[config.mk]
export PLATFORM = sky130hd
export DESIGN_NAME = lobby_controller
export DESIGN_NICKNAME = d
export VERILOG_FILES = /design/src/rtl/lobby_controller.sv
export SDC_FILE = /design/constraint.sdc
export NUM_CORES = 1
export LEC_CHECK = 0
export CORE_ASPECT_RATIO = 1.25
export CORE_MARGIN = 4
export CORE_UTILIZATION = 55
export DETAILED_ROUTE_END_ITERATION = 6
export PLACE_DENSITY = 0.74
export REMOVE_ABC_BUFFERS = 1
export SYNTH_ARGS = -nofsm -noshare
export SYNTH_HDL_FRONTEND = slang
export SYNTH_SLANG_ARGS = --single-unit
[constraint.sdc]
create_clock -name clock -period 7.7 [get_ports clock]
set_input_delay 1.54 -clock clock [delete_from_list [all_inputs] [get_ports clock]]
set_output_delay 1.54 -clock clock [all_outputs]
set_load 0.005 [all_outputs]
[src/rtl/lobby_controller.sv]
// Lobby controller: team-name editor, confirm gate, timed intro, play start.
// Edits one character at a time with auto-repeat; a chop press starts the game.
module lobby_controller #(
  parameter int          NAME_LEN     = 3,
  parameter logic [7:0]  CHAR_MIN     = 8'h41,
  parameter logic [7:0]  CHAR_MAX     = 8'h5A,
  parameter int          REPEAT_DELAY = 50_000_000,
  parameter int          REPEAT_RATE  = 10_000_000,
  parameter int          INTRO_CYCLES = 500_000_000,
  parameter int          CURSOR_WRAP  = 0,
  localparam int         CW = (NAME_LEN > 1) ? $clog2(NAME_LEN) : 1
) (
  input  logic                     clock,
  input  logic                     reset,
  input  logic                     left,
  input  logic                     right,
  input  logic                     up,
  input  logic                     down,
  input  logic                     chop,
  input  logic                     abort,
  output logic [1:0]               phase,
  output logic [NAME_LEN-1:0][7:0] team_name,
  output logic [CW-1:0]            cursor,
  output logic                     play_start
);

  typedef enum logic [1:0] {
    MENU    = 2'd0,
    CONFIRM = 2'd1,
    INTRO   = 2'd2,
    PLAY    = 2'd3
  } phase_t;

  typedef enum logic [1:0] {
    K_NONE = 2'd0,
    K_UP   = 2'd1,
    K_DN   = 2'd2
  } key_t;

  localparam int MAX_AB  = (INTRO_CYCLES > REPEAT_DELAY) ?
                           INTRO_CYCLES : REPEAT_DELAY;
  localparam int MAX_ALL = (MAX_AB > REPEAT_RATE) ?
                           MAX_AB : REPEAT_RATE;
  localparam int CNT_W   = $clog2(MAX_ALL + 1);

  localparam logic [CNT_W-1:0] DELAY_C = CNT_W'(REPEAT_DELAY);
  localparam logic [CNT_W-1:0] RATE_C  = CNT_W'(REPEAT_RATE);
  localparam logic [CNT_W-1:0] INTRO_C = CNT_W'(INTRO_CYCLES - 1);
  localparam logic [CNT_W-1:0] CNT_ONE = CNT_W'(1);
  localparam logic [CW-1:0]    LAST    = CW'(NAME_LEN - 1);
  localparam logic [CW-1:0]    CUR_ONE = CW'(1);

  phase_t                     phase_q, phase_n;
  logic [NAME_LEN-1:0][7:0]   name_q, name_n;
  logic [CW-1:0]              cursor_q, cursor_n;
  logic [CNT_W-1:0]           cnt_q, cnt_n;
  key_t                       key_q, key_n;
  logic                       fast_q, fast_n;
  logic                       start_q, start_n;
  logic [4:0]                 prev_q;

  logic [4:0]                 btn;
  logic [4:0]                 press;
  logic [CW-1:0]              sel;
  logic [7:0]                 cur_char;
  logic [7:0]                 rep_char;
  logic                       held;

  // up moves toward CHAR_MIN, wrapping to CHAR_MAX
  function automatic logic [7:0] dec_char(input logic [7:0] c);
    return (c == CHAR_MIN) ? CHAR_MAX : c - 8'd1;
  endfunction

  // down moves toward CHAR_MAX, wrapping to CHAR_MIN
  function automatic logic [7:0] inc_char(input logic [7:0] c);
    return (c == CHAR_MAX) ? CHAR_MIN : c + 8'd1;
  endfunction

  assign btn      = {chop, up, down, right, left};
  assign press    = btn & ~prev_q;
  assign sel      = LAST - cursor_q;
  assign cur_char = name_q[sel];
  assign held     = (key_q == K_UP && up) ||
                    (key_q == K_DN && down);
  assign rep_char = (key_q == K_UP) ?
                    dec_char(cur_char) : inc_char(cur_char);

  assign phase      = phase_q;
  assign team_name  = name_q;
  assign cursor     = cursor_q;
  assign play_start = start_q;

  // state register; button history always tracks the live levels
  always_ff @(posedge clock or negedge reset) begin
    if (!reset) begin
      phase_q  <= MENU;
      name_q   <= {NAME_LEN{CHAR_MIN}};
      cursor_q <= '0;
      cnt_q    <= '0;
      key_q    <= K_NONE;
      fast_q   <= 1'b0;
      start_q  <= 1'b0;
      prev_q   <= 5'b11111;
    end else begin
      phase_q  <= phase_n;
      name_q   <= name_n;
      cursor_q <= cursor_n;
      cnt_q    <= cnt_n;
      key_q    <= key_n;
      fast_q   <= fast_n;
      start_q  <= start_n;
      prev_q   <= btn;
    end
  end

  // next-state: editing, auto-repeat, phase sequencing
  always_comb begin
    phase_n  = phase_q;
    name_n   = name_q;
    cursor_n = cursor_q;
    cnt_n    = cnt_q;
    key_n    = key_q;
    fast_n   = fast_q;
    start_n  = 1'b0;
    unique case (phase_q)
      MENU: begin
        priority case (1'b1)
          press[4]: begin
            phase_n = CONFIRM;
            cnt_n   = '0;
            key_n   = K_NONE;
            fast_n  = 1'b0;
          end
          press[3]: begin
            name_n[sel] = dec_char(cur_char);
            key_n       = K_UP;
            cnt_n       = CNT_ONE;
            fast_n      = 1'b0;
          end
          press[2]: begin
            name_n[sel] = inc_char(cur_char);
            key_n       = K_DN;
            cnt_n       = CNT_ONE;
            fast_n      = 1'b0;
          end
          default: begin
            if (held) begin
              if (!fast_q && cnt_q >= DELAY_C) begin
                name_n[sel] = rep_char;
                cnt_n       = CNT_ONE;
                fast_n      = 1'b1;
              end else if (fast_q && cnt_q >= RATE_C) begin
                name_n[sel] = rep_char;
                cnt_n       = CNT_ONE;
              end else begin
                cnt_n = cnt_q + CNT_ONE;
              end
            end else begin
              cnt_n  = '0;
              key_n  = K_NONE;
              fast_n = 1'b0;
            end
            if (NAME_LEN > 1 && !(up || down)) begin
              if (press[1]) begin
                if (cursor_q == LAST)
                  cursor_n = (CURSOR_WRAP != 0) ? '0 : cursor_q;
                else
                  cursor_n = cursor_q + CUR_ONE;
              end else if (press[0]) begin
                if (cursor_q == '0)
                  cursor_n = (CURSOR_WRAP != 0) ? LAST : cursor_q;
                else
                  cursor_n = cursor_q - CUR_ONE;
              end
            end
          end
        endcase
      end
      CONFIRM: begin
        if (!chop) begin
          phase_n  = INTRO;
          cursor_n = '0;
          cnt_n    = INTRO_C;
        end
      end
      INTRO: begin
        if (abort) begin
          phase_n  = MENU;
          cursor_n = '0;
          cnt_n    = '0;
        end else if (cnt_q == '0) begin
          phase_n = PLAY;
          start_n = 1'b1;
        end else begin
          cnt_n = cnt_q - CNT_ONE;
        end
      end
      PLAY: begin
        if (abort) begin
          phase_n  = MENU;
          cursor_n = '0;
          cnt_n    = '0;
        end
      end
      default: phase_n = MENU;
    endcase
  end

endmodule
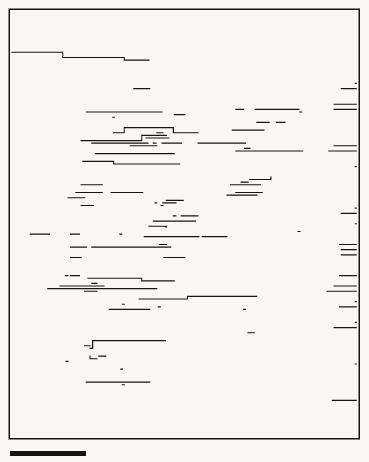
Figure 1: the metal 3 layer.
Bar = 20 um.
The wires run mostly horizontal. The layer carries 645 um of wire. The layer holds 5.3% of the routed length. The longest straight run is 28.5 um. 68 nets have wire on it.

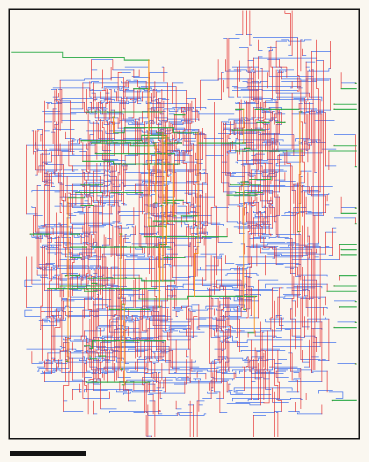
Figure 2: wiring by layer.
Bar = 20 um.
Key: M2 = red [wire length 6220 um]; M3 = green [wire length 645 um]; M1 = blue [wire length 4950 um]; M4 = orange [wire length 386 um]

==> results.json <==
{
  "met2RoutedLength_um": 6219,
  "clockNetworkAreaShare_pct": 4.678,
  "power.total_w": 0.002341,
  "detail-route-antenna-nets": 0,
  "synth_cell_types": 74,
  "proportion_of_final_cell_area_spent_on_non_clock_buffers_pct": 7.587,
  "critical_path_class": "reg2reg",
  "run_status": "completed",
  "seq_cells": 66,
  "globalRouteTotalUtil_pct": 24.42,
  "avgViaCountPerCell": 6.513,
  "cell_internal_pwr_w": 0.001285,
  "cts_made_buffers": 9,
  "most-common-layout-cells": "sky130_fd_sc_hd__dfrtp_1 (55), sky130_fd_sc_hd__nand2_1 (45), sky130_fd_sc_hd__o21ai_0 (44), sky130_fd_sc_hd__nor2_1 (41), sky130_fd_sc_hd__a21oi_1 (38)",
  "grt_overflow": 0,
  "route.detailed.drc": 0,
  "cts_max_level": 3,
  "clock.fmax_mhz": 259.2,
  "clkLatencyLatePin_ps": 350,
  "crit_path_start_kind": "flop",
  "place_inst": 658,
  "hold_worst_slack_ps": 529.9,
  "xor_share_pct": 2.942,
  "setup_total_negative_slack_ps": 0,
  "synth_flops": 66,
  "synth-simple-area-share_pct": 22.38,
  "route.top_layer_used": "met4",
  "rows": 37,
  "netlist_instances": 555,
  "logic_family": "AND-OR/OR-AND gates",
  "openroad.warnings": 33,
  "regArea_mm2": 0.001665,
  "grt.busiest_layer": "met2",
  "finalWorstPathRequiredPeriod_ps": 3858,
  "finalWeightedCongestion": 0.8861,
  "cts_setup_buffers": 0,
  "setup_viol": 0,
  "final_layout_size_suffix_gt1_share_pct": 14.56,
  "timing.hold.worst.class": "reg2reg",
  "finalClockSkew_ps": 10.48
}
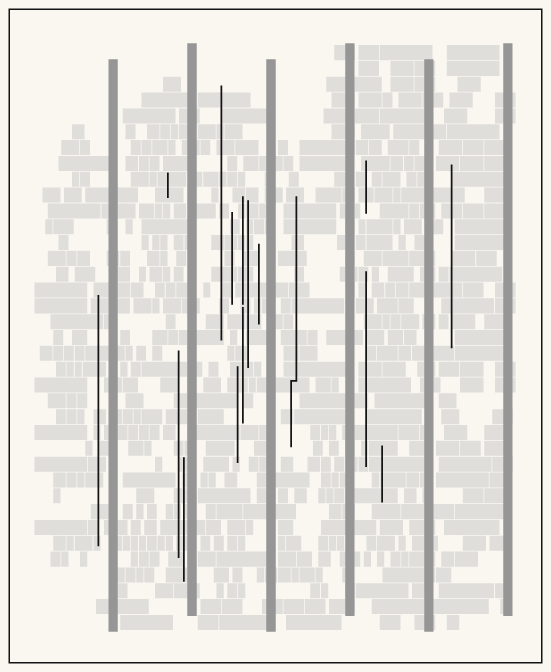
Figure 3: signal wires on met4.
Supply wires on this layer in grey. Cells faint in the background.
The longest straight run is 43.5 um. The layer holds 3.2% of the routed length. 12 nets have wire on it. The wires run mostly vertical.
via count: 4390
total length of routed wires: 12200 um

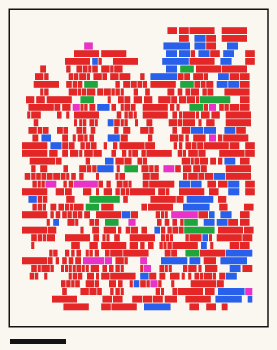
Figure 4: cell sizes after repair.
Bar = 20 um.
Key: x1 and smaller = red [cells 493, share 85%]; x6 and larger = green [cells 13, share 2.3%]; x3 and x4 = magenta [cells 15, share 2.6%]; x2 = blue [cells 56, share 9.7%]
setup ws final: 3842 ps
final instance area: 0.005376 mm2
non-clock buffer count: 43

-- cells in the mapped netlist, drive strengths merged (5+ instances only) --
cell type	number
nand2b	6
mux2	25
nor2	44
dfstp	11
nand4	6
or3	8
xor2	6
o22ai	10
dfrtp	55
o2bb2ai	10
inv	20
a221oi	5
a21oi	39
nand3	26
xnor2	10
nor3	24
or2	5
buf	10
and3	8
o21ai	47
a31oi	13
ha	11
nand2	45
clkbuf	27
mux2i	10
nor4	7
-- worst paths after layout --
check,start,to
max reg2reg,cursor[0],team_name[19]
max,cursor[0],team_name[19]
min reg2reg,key_q[1],key_q[1]
min in group asynchronous,reset,cursor[1]
max in group asynchronous,reset,cnt_q[19]
min,key_q[1],key_q[1]
-- power groups by stage --
| stage | sequential [W] | clock, W | combinational [W] |
|---|---|---|---|
| global placement | 0.000649 | 0 | 0.00127 |
| CTS | 0.000648 | 0.000373 | 0.00131 |
| detailed placement | 0.000654 | 0 | 0.00130 |
| global route | 0.000677 | 0.000392 | 0.00145 |
| floorplan | 0.000617 | 0 | 0.000903 |
| finish | 0.000652 | 0.000371 | 0.00132 |
-- worst max-delay path, stage by stage (launching register included) --
cell                        delay, ps
sky130_fd_sc_hd__dfrtp_1          690
sky130_fd_sc_hd__inv_1            220
sky130_fd_sc_hd__ha_1             690
sky130_fd_sc_hd__and2_1           360
sky130_fd_sc_hd__o2bb2ai_1        270
sky130_fd_sc_hd__inv_1            120
sky130_fd_sc_hd__ha_1             210
sky130_fd_sc_hd__and4bb_2         270
sky130_fd_sc_hd__a2111oi_0        460
sky130_fd_sc_hd__nor3_1           160
sky130_fd_sc_hd__mux2_2           290
-- registers in the layout, indices dropped and copies added (netlist names) --
signal	flops
team_name	24
fast_q	1
cursor	2
cnt_q	29
key_q	2
prev_q	5
play_start	1
phase	2
No activity file was given, so power comes from the tool's default toggle rates.
